==> run_1/layers.png <==
Scale: 3 px per um. Two of the layers only.
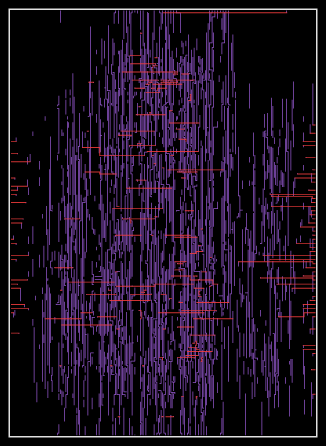
==> run_1/closeup.png <==
Region (36, 56) to (66, 86) um. Cells in grey, sequential cells in the stronger grey; small squares are vias.
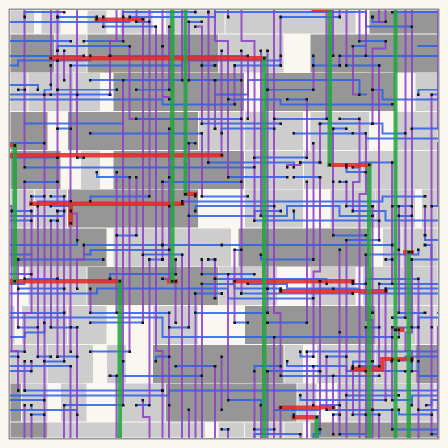
==> run_1/gates.png <==
Scale: 3 px per um.
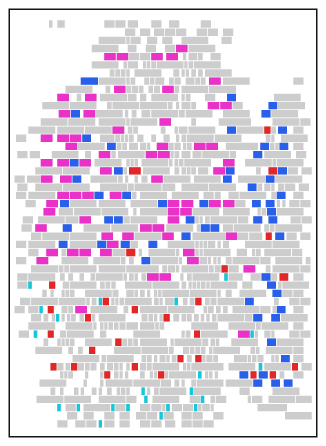
==> run_1/placed.png <==
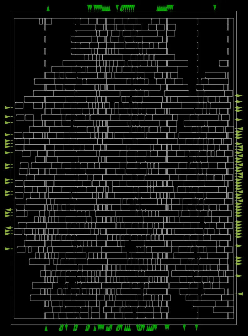
$ cat config.mk
export PLATFORM = sky130hd
export DESIGN_NAME = evt2_encoder
export DESIGN_NICKNAME = d
export VERILOG_FILES = /design/src/rtl/evt2_encoder.sv
export SDC_FILE = /design/constraint.sdc
export NUM_CORES = 1
export LEC_CHECK = 0
export CAP_MARGIN = 20
export CORE_ASPECT_RATIO = 1.4
export CORE_UTILIZATION = 50
export DETAILED_ROUTE_END_ITERATION = 8
export GPL_TIMING_DRIVEN = 0
export PLACE_DENSITY = 0.84
export SLEW_MARGIN = 20
export SYNTH_ARGS = -nofsm -noshare
export SYNTH_HDL_FRONTEND = slang
export SYNTH_SLANG_ARGS = --single-unit
$ cat constraint.sdc
create_clock -name clk -period 2.7 [get_ports clk]
set_clock_uncertainty 0.05 [all_clocks]
set_input_delay 0.675 -clock clk [delete_from_list [all_inputs] [get_ports clk]]
set_output_delay 0.675 -clock clk [all_outputs]
set_load 0.02 [all_outputs]
$ cat src/rtl/evt2_encoder.sv
// EVT2 transmit encoder: packs (x, y, polarity, timestamp) events into 32-bit EVT2 words,
// inserting TIME_HIGH words on upper-timestamp changes. Optional keep-alive: EVT2_ENC_HEARTBEAT_EN.
module evt2_encoder #(
    parameter int TS_BITS          = 34,
    parameter int HEARTBEAT_CYCLES = 12_000_000,
    parameter int CNT_BITS         = 16
) (
    input  logic                clk,
    input  logic                rst_n,
    input  logic [10:0]         in_x,
    input  logic [10:0]         in_y,
    input  logic                in_polarity,
    input  logic [TS_BITS-1:0]  in_timestamp,
    input  logic                in_valid,
    output logic                in_ready,
    output logic [31:0]         out_word,
    output logic                out_valid,
    input  logic                out_ready,
    output logic [CNT_BITS-1:0] cd_count,
    output logic [CNT_BITS-1:0] th_count,
    output logic [1:0]          debug_state
);

    if (TS_BITS < 7 || TS_BITS > 34) begin : g_bad_ts_bits
        $error("evt2_encoder: TS_BITS must lie in 7..34");
    end
    if (HEARTBEAT_CYCLES < 1) begin : g_bad_hb_cycles
        $error("evt2_encoder: HEARTBEAT_CYCLES must be at least 1");
    end

    typedef enum logic [1:0] {
        S_IDLE = 2'd0,
        S_TH   = 2'd1,
        S_CD   = 2'd2,
        S_HB   = 2'd3
    } state_t;

    function automatic logic [31:0] th_word_f(input logic [27:0] th);
        return {4'h8, th};
    endfunction

    function automatic logic [31:0] cd_word_f(input logic        pol,
                                              input logic [5:0]  ts_lo,
                                              input logic [10:0] x,
                                              input logic [10:0] y);
        return {3'b000, pol, ts_lo, x, y};
    endfunction

    state_t                state_r;
    state_t                state_s;
    state_t                acc_state_s;
    logic [31:0]           out_word_r;
    logic [31:0]           word_s;
    logic [31:0]           acc_word_s;
    logic                  out_valid_r;
    logic [10:0]           hold_x_r;
    logic [10:0]           hold_y_r;
    logic                  hold_pol_r;
    logic [33:0]           hold_ts_r;
    logic [27:0]           last_th_r;
    logic                  th_seen_r;
    logic [CNT_BITS-1:0]   cd_count_r;
    logic [CNT_BITS-1:0]   th_count_r;
    logic [33:0]           in_ts_s;
    logic                  need_th_s;
    logic                  in_ready_s;
    logic                  accept_s;
    logic                  th_done_s;
    logic                  cd_done_s;
    logic                  hb_done_s;
    logic                  hb_fire_s;

    // Input acceptance: a new event can be taken when idle or when the pending CD word leaves this cycle.
    always_comb begin
        in_ready_s = (state_r == S_IDLE) || ((state_r == S_CD) && out_ready);
        accept_s   = in_valid && in_ready_s;
    end

    // Acceptance rule: a TIME_HIGH word precedes the CD word whenever the upper time bits differ.
    always_comb begin
        in_ts_s   = 34'(in_timestamp);
        need_th_s = !th_seen_r || (in_ts_s[33:6] != last_th_r);
        if (need_th_s) begin
            acc_state_s = S_TH;
            acc_word_s  = th_word_f(in_ts_s[33:6]);
        end else begin
            acc_state_s = S_CD;
            acc_word_s  = cd_word_f(in_polarity, in_ts_s[5:0], in_x, in_y);
        end
    end

`ifdef EVT2_ENC_HEARTBEAT_EN
    localparam int HB_W = (HEARTBEAT_CYCLES > 1) ? $clog2(HEARTBEAT_CYCLES) : 1;

    logic [HB_W-1:0] hb_cnt_r;

    assign hb_fire_s = (state_r == S_IDLE) && th_seen_r &&
                       (hb_cnt_r == HB_W'(HEARTBEAT_CYCLES - 1));

    // Idle counter: runs only while idle after the first TIME_HIGH; any other activity restarts it.
    always_ff @(posedge clk or negedge rst_n) begin
        if (!rst_n) begin
            hb_cnt_r <= '0;
        end else if ((state_r == S_IDLE) && th_seen_r && !accept_s && !hb_fire_s) begin
            hb_cnt_r <= hb_cnt_r + HB_W'(1);
        end else begin
            hb_cnt_r <= '0;
        end
    end
`else
    assign hb_fire_s = 1'b0;
`endif

    // Next-state and next-word logic.
    always_comb begin
        state_s   = state_r;
        word_s    = out_word_r;
        th_done_s = 1'b0;
        cd_done_s = 1'b0;
        hb_done_s = 1'b0;
        case (state_r)
            S_IDLE: begin
                if (accept_s) begin
                    state_s = acc_state_s;
                    word_s  = acc_word_s;
                end else if (hb_fire_s) begin
                    state_s = S_HB;
                    word_s  = th_word_f(last_th_r);
                end else begin
                    state_s = S_IDLE;
                end
            end
            S_TH: begin
                if (out_ready) begin
                    th_done_s = 1'b1;
                    state_s   = S_CD;
                    word_s    = cd_word_f(hold_pol_r, hold_ts_r[5:0], hold_x_r, hold_y_r);
                end else begin
                    state_s = S_TH;
                end
            end
            S_CD: begin
                if (out_ready) begin
                    cd_done_s = 1'b1;
                    if (accept_s) begin
                        state_s = acc_state_s;
                        word_s  = acc_word_s;
                    end else begin
                        state_s = S_IDLE;
                    end
                end else begin
                    state_s = S_CD;
                end
            end
            S_HB: begin
                if (out_ready) begin
                    hb_done_s = 1'b1;
                    state_s   = S_IDLE;
                end else begin
                    state_s = S_HB;
                end
            end
            default: begin
                state_s = S_IDLE;
            end
        endcase
    end

    // State and output word registers; out_valid follows the registered state.
    always_ff @(posedge clk or negedge rst_n) begin
        if (!rst_n) begin
            state_r     <= S_IDLE;
            out_word_r  <= 32'h0000_0000;
            out_valid_r <= 1'b0;
        end else begin
            state_r     <= state_s;
            out_word_r  <= word_s;
            out_valid_r <= (state_s != S_IDLE);
        end
    end

    // Event holding register, loaded on every acceptance.
    always_ff @(posedge clk or negedge rst_n) begin
        if (!rst_n) begin
            hold_x_r   <= 11'd0;
            hold_y_r   <= 11'd0;
            hold_pol_r <= 1'b0;
            hold_ts_r  <= 34'd0;
        end else if (accept_s) begin
            hold_x_r   <= in_x;
            hold_y_r   <= in_y;
            hold_pol_r <= in_polarity;
            hold_ts_r  <= in_ts_s;
        end else begin
            hold_x_r   <= hold_x_r;
            hold_y_r   <= hold_y_r;
            hold_pol_r <= hold_pol_r;
            hold_ts_r  <= hold_ts_r;
        end
    end

    // Time-high tracking: updated only once the TIME_HIGH word has actually left.
    always_ff @(posedge clk or negedge rst_n) begin
        if (!rst_n) begin
            last_th_r <= 28'd0;
            th_seen_r <= 1'b0;
        end else if (th_done_s) begin
            last_th_r <= hold_ts_r[33:6];
            th_seen_r <= 1'b1;
        end else begin
            last_th_r <= last_th_r;
            th_seen_r <= th_seen_r;
        end
    end

    // Statistics counters, wrapping, stepped on completed handshakes only.
    always_ff @(posedge clk or negedge rst_n) begin
        if (!rst_n) begin
            cd_count_r <= '0;
            th_count_r <= '0;
        end else begin
            if (cd_done_s) begin
                cd_count_r <= cd_count_r + CNT_BITS'(1);
            end else begin
                cd_count_r <= cd_count_r;
            end
            if (th_done_s || hb_done_s) begin
                th_count_r <= th_count_r + CNT_BITS'(1);
            end else begin
                th_count_r <= th_count_r;
            end
        end
    end

    assign in_ready    = in_ready_s;
    assign out_word    = out_word_r;
    assign out_valid   = out_valid_r;
    assign cd_count    = cd_count_r;
    assign th_count    = th_count_r;
    assign debug_state = state_r;

endmodule

==> results.toml, run 1 <==
# generated from flow reports
[global_routing]
grt_pass1_vias = 5923
overflow = 0
grt_start_max_net_pins = 94
grtUsageTotal_pct = 26.7
antenna_found_initial = 0

[finish]
comb_area_um2 = 2980
final_common_cell = "dfrtp_1"
final_cell_area_um2 = 9220
regArea_um2 = 3780
final_cell_mix = "dfrtp_1 (151), clkdlybuf4s50_1 (123), nor2_1 (63), a21oi_1 (56), mux2_1 (48)"
stdcell_count = 1009
fin_nets = 879

[synth]
edf_count = 0
yosys_warnings = 0
ys_chip_area_um2 = 7000
synth-xor-area-share_pct = 7.25
synth-main-ff-cell = "dfrtp_1"
top_cell = "dfrtp_1"
ys_types = 36
syn_area_um2 = 7000
ys_seq_share_pct = 53.9
synthesis.instances = 669
ys_sh_aoi_pct = 10.8
fa_ha_area_share_pct = 0.357

[routing]
antenna_left = 0
wl_per_cell_um = 18.1
route.detailed.drc = 0
drtIter0Drc = 565
vias = 5719
routed_wl_um = 18300
dr.pass1.iters = 5
via_per_inst = 5.67

[cts]
clk_pin_slew_ps = 60
insertion_delay_ps = 410
cts_tree = "built"
numCtsBuffers = 17
cts_resized = 3
cts_buffer_depth = 2
cts_num_sinks = 151

[power]
p_switching_mw = 3.16
combPwrFrac_pct = 32.9
power_leakage_nw = 3.91
p_int_mw = 6.30
p_clk_mw = 2.62
power_density_nw_per_um2 = 1030

[setup_path]
worst_ep_arrival_time_ps = 2940
path_max_fanout = 10
crit_slowest_cell = "clkdlybuf4s50_1"
end_kind = "flip-flop"
critical_path_class = "primary input to flip-flop"
worstSetupStartpointType = "primary input"
crit_chain = "clkdlybuf4s50_1 > xor2_1 > nor4_2 > nand4_1 > buf_4 > clkbuf_1 > nor3_1 > a2bb2oi_1"
r2r_start = "last_th_r[15]"
cpPeakStageDelay_ps = 490

[final_timing]
setup_viol = 0
slew_viol_final = 0
fin_crit_sh_pct = 98.6
tightest_slew_ps = 761
fmax_ghz = 0.376
max-slew-margin-rel_pct = 49.3
post-route-min-period_ps = 2660

[floorplanning]
die_area_um2 = 14500
fp_util_pct = 51.8
fp.coreArea_um2 = 13500
die_w_um = 102

[hold_path]
worstHoldPathType = "primary input to async pin"

[status]
outcome = "finished clean"

[placed_design]
place_area_um2 = 8520
Back to the opening pictures, layers.png:
Key: purple = M2 [wire length 9590 um]; red = M3 [wire length 913 um]

Back to the opening pictures, closeup.png:
Key: red = M3; purple = M2; blue = M1; green = M4
Sequential cells in the window: 14. Most frequent: dfrtp_1 (14), mux2_1 (11), clkbuf_1 (10). Netlist names of flops here include last_th_r (8), hold_ts_r (4). 65 logic cells have their middle in the window.

Back to the opening pictures, gates.png:
Key: magenta = mux cells [cells 69, most used mux2_1]; blue = xor and xnor cells [cells 58, most used xnor2_1]; cyan = inv cells [cells 22, most used inv_1]; red = and/or cells [cells 28, most used or3_1]

Back to the opening pictures, placed.png:
Fillers: 1005
row count: 50
Seq cells: 151
fin util: 68.2%

run 1: area by class of cell:
class,instances,share of cell area (%)
Buffer,46,2.20
Clock inverter,8,1.83
Inverter,22,0.896
Multi-Input combinational cell,451,32.3
Sequential cell,151,41.0
Tap cell,182,2.47
Clock buffer,22,5.25
Timing Repair Buffer,127,14.0
run 1: worst paths after layout:
path                                  to  slack (ps)  depth (start not counted)
max                         out_word[28]          40                          8
min                          cd_count[8]         120                          1
max in group asynchronous  hold_ts_r[26]        1690                          2
max reg2reg                 out_word[28]         390                          7
min in group clk           last_th_r[18]         430                          1
min reg2reg                last_th_r[18]         430                          1
run 1: state kept, by name (all words and copies together) (netlist names):
| name | flops |
|---|---|
| hold_pol_r | 1 |
| hold_ts_r | 34 |
| out_valid | 1 |
| hold_x_r | 11 |
| th_seen_r | 1 |
| th_count | 16 |
| out_word | 30 |
| hold_y_r | 11 |
| debug_state | 2 |
| cd_count | 16 |
| last_th_r | 28 |
run 1: through the flow:
stage          setup TNS [ps]  total power, mW  util, %  hold slack, ps  setup WS [ps]
2_1_floorplan               0             5.45        -             329            515
3_3_place_gp          -772340             6.63     62.8             409          -5060
3_5_place_dp           -11980             6.77     63.0             418           -439
4_1_cts                     0             9.43     68.0             141           2.61
5_1_grt                 -1.34             9.91     68.2             156          -1.34
6_report                    0             9.46     68.2             121           37.4
run 1: critical path: cells and delay by family:
family / cells / cell delay [ps]
buffers and inverters: 3 / 960
and+or+nand+nor: 3 / 900
AOI/OAI and AO/OA: 1 / 210
xor gates and xnor gates: 1 / 200
run 1: per-layer routing:
metal  vias to the layer above  wire, um  track usage (%)
met2                       243      9590             46.6
met5                         -         0                0
met1                      2787      7040             30.6
li1                       2625         -                -
met3                        64       913             4.72
met4                         0       713             14.4
## Run 2: what changed since run 1
CAP_MARGIN = default   (was 20)
clock period = 2.9 ns   (was 2.7 ns; I/O delays follow)
==> results.toml, run 2 <==
# generated from flow reports
[synth]
synth-main-ff-cell = "dfrtp_1"
ys_chip_area_um2 = 7000
top_cell = "dfrtp_1"
topCellsByArea = "dfrtp_1 (54%), mux2_1 (7.7%), a21oi_1 (4.0%)"
edf_count = 0
yosysCellCount = 669
yosys_warnings = 0
ys_seq_share_pct = 53.9
avgSynthCellArea_um2 = 10.5
ys_types = 36
yosysTopAreaCell = "dfrtp_1"
ys_ff = 151
top_area_share_pct = 53.9
async_flop_share_pct = 100
synthesis.instances = 669
syn_area_um2 = 7000
common_cells = "dfrtp_1 (151), nor2_1 (64), a21oi_1 (56)"

[setup_path]
cp_top_family = "buffers and inverters"
end_kind = "flip-flop"
r2r_setup_slack_ps = 550
critical_path_class = "primary input to flip-flop"
worstPathRequired_ps = 3180
cpPeakStageDelay_ps = 520
worstSetupStartpointType = "primary input"
path_max_fanout = 10
cp.depth = 8
crit_slowest_cell = "clkdlybuf4s50_1"
ff2ff_path_depth = 7
worst_ep_arrival_time_ps = 3110
crit_chain = "clkdlybuf4s50_1 > xor2_1 > nor4_1 > nand4_1 > buf_2 > clkbuf_1 > nor3_1 > a2bb2oi_1"
crit_buf_inv = 3

[power]
p_switching_mw = 2.93
power_frac_clock_pct = 27.8
p_int_mw = 5.86
pg_comb_mw = 2.87
p_clk_mw = 2.44
pg_seq_mw = 3.47
switching_share_pct = 33.3
maxPowerGroup = "sequential cells"
peakVddDrop_mv = 0.409
p_seq_share_pct = 39.5
combPwrFrac_pct = 32.7
power_density_nw_per_um2 = 957
power_leakage_nw = 3.89

[placed_design]
gp_congestion = 0.843
io_buffers = 125
placed_cells = 978
hpwl_um = 12600

[floorplanning]
io_pins = 129
die_w_um = 102
row_count = 50
fp_util_pct = 51.8
fp.coreArea_um2 = 13500
die_area_um2 = 14500
die_y_um = 142

[status]
outcome = "finished clean"

[cts]
cts_buffer_depth = 2
numCtsBuffers = 17
h-tree-depth = 4
cts_num_sinks = 151
cts_tree = "built"
cts_root_buffer = "clkbuf_16"
post-cts-setup-buffers = 0
insertion_delay_ps = 420
clk_pin_slew_ps = 60

[final_timing]
post-route-min-period_ps = 2820
fmax_ghz = 0.354
fin_crit_sh_pct = 97.4
max-slew-margin-rel_pct = 50.7
slew_viol_final = 0
hold_viol = 0
tightest_slew_ps = 740
rsz0062_at_grt = "false"
setup_viol = 0

[global_routing]
grt_pass1_vias = 5931
grt_start_max_net_pins = 94
grtUsageTotal_pct = 26.4
overflow = 0
antenna_found_initial = 0
grt_pass1_wl_um = 29300

[run]
maxCapViolCount = 0
warnings = 26

[routing]
wl_met3_um = 992
routed_wl_um = 18200
antenna_left = 0
wl_met1_um = 6910
vias = 5742
route.detailed.drc = 0
wl_met2_um = 9620
dr.pass1.iters = 5
drtIter0Drc = 503
wl_per_cell_um = 18.1
top_layer_used = "met4"
via_per_inst = 5.70

[finish]
largest-register = "hold_ts_r"
diodes = 0
utilization_pct = 68.0
area_growth_pct = 31.1
nFillCells = 1013
fin_nets = 878
final_cell_mix = "dfrtp_1 (151), clkdlybuf4s50_1 (124), nor2_1 (63), a21oi_1 (56), mux2_1 (48)"
stdcell_count = 1008
drive_gt1_share_pct = 7.99
largest_register_ffs = 34
final_common_cell = "dfrtp_1"

[hold_path]
worstHoldPathType = "primary input to async pin"
-- run 2: timing repair --
item                       CTS  global route
setup endpoints to repair    0            12
resized                      0             3
hold buffers                 0             0
-- run 2: path summary, 6_finish.rpt --
path,start,end
setup / recovery,in_timestamp[22],out_word[28]
hold / removal,rst_n,cd_count[8]
setup reg to reg,last_th_r[23],out_word[26]
hold reg to reg,hold_ts_r[24],last_th_r[18]
max in group asynchronous,rst_n,hold_ts_r[26]
min in group clk,hold_ts_r[24],last_th_r[18]
-- run 2: logic make-up (layout without fill, tap and decap cells) --
family,Yosys count,in the layout,synth area share [%]
xor+xnor,58,58,7.25
simple gates,184,184,12.6
mux,69,69,11.1
fa+ha+maj,2,2,0.357
buf+inv,68,224,3.98
compound gates,136,136,10.8
flops,151,151,53.9
other cells,1,2,0.0535
-- run 2: metal layers --
layer  track usage, %  vias to the layer above
li1                 -                     2617
met1             30.5                     2778
met2             46.0                      281
met3             4.67                       66
met4             14.0                        0
met5                0                        -
-- run 2: area by class of cell --
class | count | area [um2] | share of cell area [%]
Buffer | 46 | 198 | 2.15
Clock buffer | 22 | 484 | 5.27
Sequential cell | 151 | 3780 | 41.1
Tap cell | 182 | 228 | 2.48
Multi-Input combinational cell | 451 | 2960 | 32.2
Clock inverter | 8 | 169 | 1.84
Timing Repair Buffer | 126 | 1280 | 14.0
Inverter | 22 | 82.6 | 0.899
-- run 2: through the flow --
stage | power [mW] | setup WS (ps) | hold slack (ps) | setup TNS [ps] | instance area, um2
after floorplan | 5.07 | 665 | 379 | 0 | 7010
after global placement | 6.17 | -4910 | 409 | -744890 | 8490
after detailed placement | 6.30 | -289 | 418 | -7140 | 8520
after CTS | 8.77 | 92.1 | 191 | 0 | 9170
after global routing | 9.20 | 0.227 | 204 | 0 | 9180
final | 8.79 | 75.7 | 166 | 0 | 9180
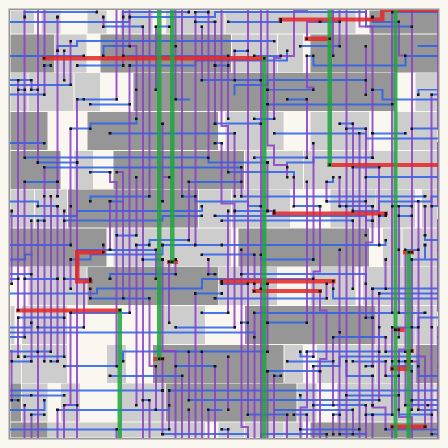
(run_2/closeup.png)
Region (36, 56) to (66, 86) um. Cells in grey, sequential cells in the stronger grey; small squares are vias.
Key: purple = M2; blue = M1; green = M4; red = M3
Most frequent: dfrtp_1 (14), clkbuf_1 (11), mux2_1 (11). Sequential cells in the window: 14. 64 logic cells have their middle in the window. Netlist names of flops here include last_th_r (8), hold_ts_r (4).

## Run 3: what changed since run 2
DONT_BUFFER_PORTS = 1   (was default)
PLACE_DENSITY = 0.72   (was 0.84)
SLEW_MARGIN = default   (was 20)
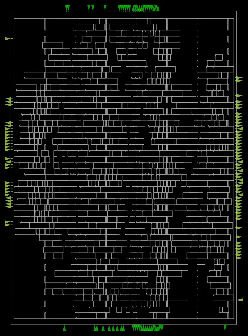
(run_3/placed.png)
Tap Cells: 182
Seq area share: 48.3%
Fillers: 1171
Core Region: 13500 um2
fin util: 57.9%

==> results.toml, run 3 <==
# generated from flow reports
[setup_path]
cp.depth = 7
r2r_setup_slack_ps = 490
worstSetupStartpointType = "flip-flop"
crit_chain = "xor2_1 > nor4_1 > nand4_1 > buf_2 > clkbuf_1 > nor2_1 > o22ai_1"
end_kind = "flip-flop"
crit_slowest_cell = "nor4_1"
worst_ep_arrival_time_ps = 2630

[synth]
common_cells = "dfrtp_1 (151), nor2_1 (64), a21oi_1 (56)"
syn_area_um2 = 7000
yosys_warnings = 0
top_area_share_pct = 53.9
synthesis.instances = 669
async_flop_share_pct = 100
yosysTopAreaCell = "dfrtp_1"
ys_types = 36
ys_chip_area_um2 = 7000
yosysCellCount = 669
avgSynthCellArea_um2 = 10.5
edf_count = 0
synth-main-ff-cell = "dfrtp_1"
topCellsByArea = "dfrtp_1 (54%), mux2_1 (7.7%), a21oi_1 (4.0%)"

[placed_design]
hpwl_um = 12600
gp_congestion = 0.899
placed_cells = 852
io_buffers = 0

[cts]
numCtsBuffers = 17
cts_num_sinks = 151
insertion_delay_ps = 410
post-cts-setup-buffers = 0
cts_resized = 0

[final_timing]
hold_viol = 147
setup_viol = 0
whs_ps = -46.9
max-slew-margin-rel_pct = 52.4
post-route-min-period_ps = 2410
tightest_slew_ps = 714
fin_crit_sh_pct = 83.2

[power]
power_leakage_nw = 3.35
power_density_nw_per_um2 = 993

[floorplanning]
die_y_um = 142
die_area_um2 = 14500
die_w_um = 102
row_count = 50

[global_routing]
grt_pass1_wl_um = 27500
grt_start_max_net_pins = 152
antenna_found_initial = 0
grtUsageTotal_pct = 25.1
overflow = 0

[routing]
dr.pass1.iters = 5
drtIter0Drc = 208
vias = 5185

[finish]
final_cell_mix = "dfrtp_1 (151), nor2_1 (64), a21oi_1 (56), mux2_1 (48), o21ai_1 (47)"
largest_register_ffs = 34
drive_gt1_share_pct = 8.97
largest-register = "hold_ts_r"
fin_nets = 752
diodes = 0
stdcell_count = 884

[run]
maxCapViolCount = 0
warnings = 30

[status]
outcome = "finished with violations"
violations = "negative hold slack"

[hold_path]
worstHoldPathType = "primary input to async pin"
-- run 3: layer usage --
layer | share of wire, % | global-route usage (%)
met5 | 0 | 0
met4 | 3.5 | 12.0
met3 | 8.9 | 8.69
met2 | 51 | 42.1
met1 | 37 | 28.1
-- run 3: layout make-up --
| class | instances | area (um2) | share of cell area [%] |
|---|---|---|---|
| sequential | 151 | 3780 | 48.3 |
| multi-input combinational | 451 | 2950 | 37.7 |
| clock buffer | 20 | 457 | 5.84 |
| tap | 182 | 228 | 2.91 |
| buffer | 46 | 196 | 2.51 |
| clock inverter | 12 | 128 | 1.63 |
| inverter | 22 | 82.6 | 1.06 |
-- run 3: cells by family after synthesis --
logic type	count (synthesis)	share of synthesized area (%)
AND/OR/NAND/NOR	184	12.6
buffers and inverters	68	3.98
adder cells (fa/ha/maj)	2	0.357
flip-flops	151	53.9
other	1	0.0535
AND-OR/OR-AND	136	10.8
multiplexers	69	11.1
XOR/XNOR	58	7.25
-- run 3: through the flow --
step | util, % | cell area (um2)
2_1_floorplan | - | 7010
3_3_place_gp | 53.5 | 7240
3_5_place_dp | 53.5 | 7240
4_1_cts | 57.9 | 7820
5_1_grt | 57.9 | 7820
6_report | 57.9 | 7820
-- run 3: worst paths after layout --
check / from / endpoint
hold reg to reg: hold_ts_r[26] / last_th_r[20]
setup reg to reg: last_th_r[20] / debug_state[0]
max in group asynchronous: rst_n / hold_ts_r[7]
hold / removal: rst_n / cd_count[7]
min in group clk: in_x[3] / hold_x_r[3]
setup / recovery: last_th_r[20] / debug_state[0]
-- run 3: power by group --
group          internal, mW  switching (mW)
registers              2.87           0.985
clock network          1.31           0.854
logic                 0.820           0.929
total                  5.00            2.77
No activity file was given, so power comes from the tool's default toggle rates.
